### src/rtl/uart_arb_pkg.sv
// Shared types and helpers for the UART port arbiter.
// Provides the channel FSM state encoding and the round-robin pick function.
package uart_arb_pkg;

    localparam int unsigned MAX_REQ = 8;
    localparam int unsigned BYTE_W  = 8;

    typedef enum logic [1:0] {ST_IDLE, ST_BUSY, ST_DRAIN, ST_DONE} arb_state_t;

    // First set bit of valid at or after ptr, wrapping at n; 0 when none is set.
    function automatic int unsigned rr_pick(input logic [MAX_REQ-1:0] valid,
                                            input int unsigned        ptr,
                                            input int unsigned        n);
        logic [MAX_REQ-1:0] sh;
        int unsigned        idx;
        logic               found;
        rr_pick = 0;
        found   = 1'b0;
        for (int unsigned i = 0; i < MAX_REQ; i++) begin
            idx = ptr + i;
            if (idx >= n) begin
                idx = idx - n;
            end
            sh = valid >> idx;
            if (!found && (i < n) && sh[0]) begin
                rr_pick = idx;
                found   = 1'b1;
            end
        end
    endfunction

endpackage

### src/rtl/uart_channel_arbiter.sv
// One arbitrated channel: round-robin grant, per-transaction timeout with a
// one-cycle drain window, and either captured (TX) or passthrough (RX) data.
module uart_channel_arbiter
    import uart_arb_pkg::*;
#(
    parameter int unsigned NUM_REQ = 2,
    parameter int unsigned TIMEOUT = 1024,
    parameter bit          CAPTURE = 1'b0
) (
    input  logic                  clk,
    input  logic                  rst_n,
    input  logic [NUM_REQ-1:0]    req_valid,
    input  logic [NUM_REQ*8-1:0]  req_data,
    output logic [NUM_REQ-1:0]    req_ready,
    output logic [NUM_REQ-1:0]    req_timeout,
    output logic                  ctrl_valid,
    input  logic                  ctrl_ready,
    input  logic [BYTE_W-1:0]     ctrl_rdata,
    output logic [BYTE_W-1:0]     data_o
);

    localparam int unsigned OWN_W      = (NUM_REQ > 1) ? $clog2(NUM_REQ) : 1;
    localparam int unsigned CNT_W      = (TIMEOUT > 0) ? $clog2(TIMEOUT + 1) : 1;
    localparam int unsigned CNT_LAST_I = (TIMEOUT > 0) ? TIMEOUT - 1 : 0;
    localparam logic [CNT_W-1:0] CNT_LAST = CNT_W'(CNT_LAST_I);
    localparam logic [CNT_W-1:0] CNT_MAX  = '1;

    arb_state_t         state_q, state_d;
    logic [OWN_W-1:0]   owner_q, owner_d;
    logic [OWN_W-1:0]   rr_ptr_q, rr_ptr_d;
    logic [CNT_W-1:0]   cnt_q, cnt_d;
    logic               valid_q, valid_d;
    logic [BYTE_W-1:0]  data_q, data_d;
    logic [OWN_W-1:0]   pick;
    logic [OWN_W-1:0]   next_ptr;
    logic [NUM_REQ-1:0] owner_oh;
    logic               complete_c;
    logic               abandon_c;

    always_ff @(posedge clk or negedge rst_n) begin
        if (!rst_n) begin
            state_q  <= ST_IDLE;
            owner_q  <= '0;
            rr_ptr_q <= '0;
            cnt_q    <= '0;
            valid_q  <= 1'b0;
            data_q   <= '0;
        end else begin
            state_q  <= state_d;
            owner_q  <= owner_d;
            rr_ptr_q <= rr_ptr_d;
            cnt_q    <= cnt_d;
            valid_q  <= valid_d;
            data_q   <= data_d;
        end
    end

    always_comb begin
        state_d    = state_q;
        owner_d    = owner_q;
        rr_ptr_d   = rr_ptr_q;
        cnt_d      = cnt_q;
        data_d     = data_q;
        complete_c = 1'b0;
        abandon_c  = 1'b0;
        pick       = OWN_W'(rr_pick(MAX_REQ'(req_valid), 32'(rr_ptr_q), NUM_REQ));
        next_ptr   = (owner_q == OWN_W'(NUM_REQ - 1)) ? '0 : owner_q + OWN_W'(1);
        owner_oh   = NUM_REQ'(1) << owner_q;

        case (state_q)
            ST_IDLE: begin
                if (|req_valid) begin
                    owner_d = pick;
                    cnt_d   = '0;
                    data_d  = req_data[{pick, 3'b000} +: BYTE_W];
                    state_d = ST_BUSY;
                end
            end
            ST_BUSY: begin
                cnt_d = (cnt_q == CNT_MAX) ? cnt_q : cnt_q + CNT_W'(1);
                if (ctrl_ready) begin
                    complete_c = 1'b1;
                end else if ((TIMEOUT != 0) && (cnt_q == CNT_LAST)) begin
                    state_d = ST_DRAIN;
                end
            end
            ST_DRAIN: begin
                // A ready here answers the request sampled on the last BUSY edge.
                if (ctrl_ready) begin
                    complete_c = 1'b1;
                end else begin
                    abandon_c = 1'b1;
                end
            end
            default: begin
                state_d = ST_IDLE;
            end
        endcase

        if (complete_c || abandon_c) begin
            rr_ptr_d = next_ptr;
            state_d  = ST_DONE;
        end
        valid_d = (state_d == ST_BUSY);
    end

    assign req_ready   = complete_c ? owner_oh : '0;
    assign req_timeout = abandon_c  ? owner_oh : '0;
    assign ctrl_valid  = valid_q;
    assign data_o      = CAPTURE ? data_q : (complete_c ? ctrl_rdata : '0);

endmodule

### src/rtl/uart_port_arbiter.sv
// Shares the UART controller byte ports between NUM_REQ requesters; TX and RX
// are arbitrated by independent round-robin channels with timeouts.
module uart_port_arbiter
    import uart_arb_pkg::*;
#(
    parameter int unsigned NUM_REQ = 2,
    parameter int unsigned TIMEOUT = 1024
) (
    input  logic                      clk,
    input  logic                      reset,
    input  logic [NUM_REQ-1:0]        tx_req_valid,
    input  logic [NUM_REQ*BYTE_W-1:0] tx_req_data,
    output logic [NUM_REQ-1:0]        tx_req_ready,
    output logic [NUM_REQ-1:0]        tx_req_timeout,
    input  logic [NUM_REQ-1:0]        rx_req_valid,
    output logic [BYTE_W-1:0]         rx_req_data,
    output logic [NUM_REQ-1:0]        rx_req_ready,
    output logic [NUM_REQ-1:0]        rx_req_timeout,
    output logic [BYTE_W-1:0]         uart_in_data,
    output logic                      uart_in_valid,
    input  logic                      uart_in_ready,
    output logic                      uart_out_valid,
    input  logic [BYTE_W-1:0]         uart_out_data,
    input  logic                      uart_out_ready
);

    uart_channel_arbiter #(
        .NUM_REQ (NUM_REQ),
        .TIMEOUT (TIMEOUT),
        .CAPTURE (1'b1)
    ) u_tx_arb (
        .clk         (clk),
        .rst_n       (reset),
        .req_valid   (tx_req_valid),
        .req_data    (tx_req_data),
        .req_ready   (tx_req_ready),
        .req_timeout (tx_req_timeout),
        .ctrl_valid  (uart_in_valid),
        .ctrl_ready  (uart_in_ready),
        .ctrl_rdata  ({BYTE_W{1'b0}}),
        .data_o      (uart_in_data)
    );

    uart_channel_arbiter #(
        .NUM_REQ (NUM_REQ),
        .TIMEOUT (TIMEOUT),
        .CAPTURE (1'b0)
    ) u_rx_arb (
        .clk         (clk),
        .rst_n       (reset),
        .req_valid   (rx_req_valid),
        .req_data    ({(NUM_REQ*BYTE_W){1'b0}}),
        .req_ready   (rx_req_ready),
        .req_timeout (rx_req_timeout),
        .ctrl_valid  (uart_out_valid),
        .ctrl_ready  (uart_out_ready),
        .ctrl_rdata  (uart_out_data),
        .data_o      (rx_req_data)
    );

endmodule
### config.mk
export PLATFORM = sky130hd
export DESIGN_NAME = uart_port_arbiter
export DESIGN_NICKNAME = d
export VERILOG_FILES = /design/src/rtl/uart_arb_pkg.sv /design/src/rtl/uart_channel_arbiter.sv /design/src/rtl/uart_port_arbiter.sv
export SDC_FILE = /design/constraint.sdc
export NUM_CORES = 1
export LEC_CHECK = 0
export CAP_MARGIN = 20
export CELL_PAD_IN_SITES_DETAIL_PLACEMENT = 0
export CELL_PAD_IN_SITES_GLOBAL_PLACEMENT = 2
export CORE_MARGIN = 4
export CORE_UTILIZATION = 32
export CTS_CLUSTER_DIAMETER = 80
export DETAILED_ROUTE_END_ITERATION = 8
export PLACE_DENSITY_LB_ADDON = 0.1
export SLEW_MARGIN = 5
export SYNTH_ARGS = -nofsm -noshare
export SYNTH_HDL_FRONTEND = slang
export SYNTH_SLANG_ARGS = --single-unit
### constraint.sdc
create_clock -name clk -period 3.23 [get_ports clk]
set_input_delay 0.646 -clock clk [delete_from_list [all_inputs] [get_ports clk]]
set_output_delay 0.646 -clock clk [all_outputs]
set_load 0.1 [all_outputs]
### Placement view

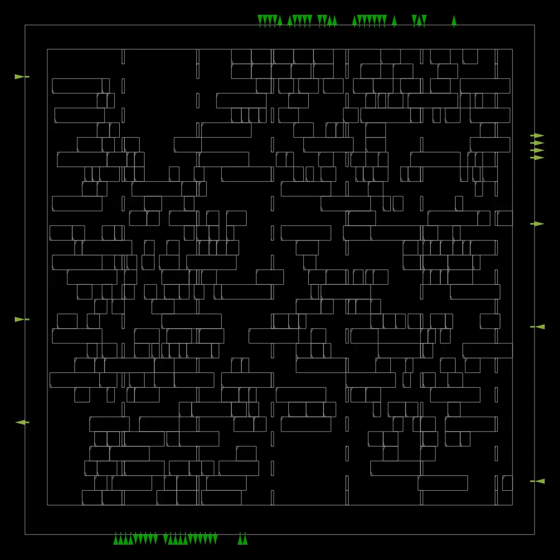
flop share of the area: 30.36%
# Taps: 99

==> flow_summary.ini <==
; generated from flow reports
[critical_path]
slowest_stage = clkdlybuf4s50_1
required_ns = 2.58
reg2reg_slack_ns = 0.94
cpPeakStageDelay_ns = 0.74
crit_start = uart_out_ready
crit_fanout = 14
crit_family = buffers and inverters
crit_buf_inv = 2
crit_arrival_ns = 1.97
critPathCaptureType = primary output

[global_routing]
met2_usage_pct = 22.34
met1_usage_pct = 17.51
grt_busiest_layer = met2
antenna_found_initial = 0
grt_use_total_pct = 13.53
grt_pass1_wl_mm = 9.666

[clock_tree]
root_buffer = clkbuf_8
post_cts_buffers = 0
clk_latency_ns = 0.30

[yosys]
synth_nets = 301
top_area_cell = dfrtp_1
simple_gate_area_share_pct = 24.87
area_leaders = dfrtp_1 42%, ha_1 5.3%, o21ai_0 5.3%
syn_inst = 259
synthFlopType = dfrtp_1
ys_sh_xor_pct = 0
yosys-top-cells-count = 40 x dfrtp_1, 26 x nand2_1, 25 x o21ai_0
edf_count = 0
avgSynthCellArea_um2 = 9.188
ys_area_mm2 = 0.002380

[route]
dr.first_iter.drc_count = 64
drc = 0

[finish]
antenna_cells = 0
inv_count = 13
area_growth_syn_to_layout_pct = 38.54
ff_count = 40
nClkBuffers = 7
flop_area_mm2 = 0.001001
lay_top_cells = 40 x dfrtp_1, 30 x clkdlybuf4s50_1, 26 x nand2_1
fill_cells = 734
nets = 361

[power_and_ir_drop]
pwr-share-clk_pct = 14.0
p_seq_mw = 0.760
p_clk_mw = 0.454
power_switching_mw = 1.705
power_density_mw_per_mm2 = 982.7
seq_power_share_pct = 23.5

[placed_design]
pre_cts_slack_ns = 0.5563
dpl.cell_count = 410
dpl.hpwl_mm = 4.328
gp_congestion = 0.7961

[sta]
tightest_slew_ns = 0.9303
slew_headroom_pct = 37.98
setup_ws_ns = 0.6187
fmax_mhz = 383.0
fin_crit_ns = 2.611
drv_slew = 0
hold_viol = 0
finClkSkew_ns = 0.009357

[job]
openroad.warnings = 32

[floorplanning]
fp-utilization_pct = 32.81
die_area_mm2 = 0.008880
die_h_um = 94.24
chipWidth_um = 94.24

[run_status]
outcome = completed
### Gate families picked out

Drawn at 4 px/µm.
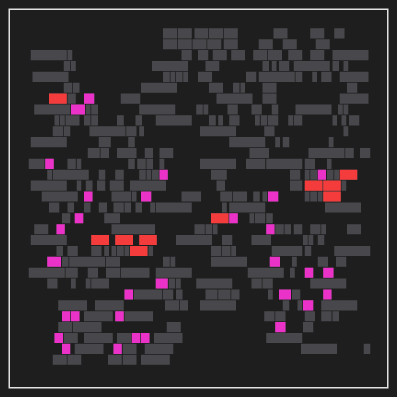
colour	family	cells	most used
red	fa/ha/maj cells	10	ha_1
magenta	and/or cells	30	and3_1

Power is estimated from default activity; no workload was simulated.
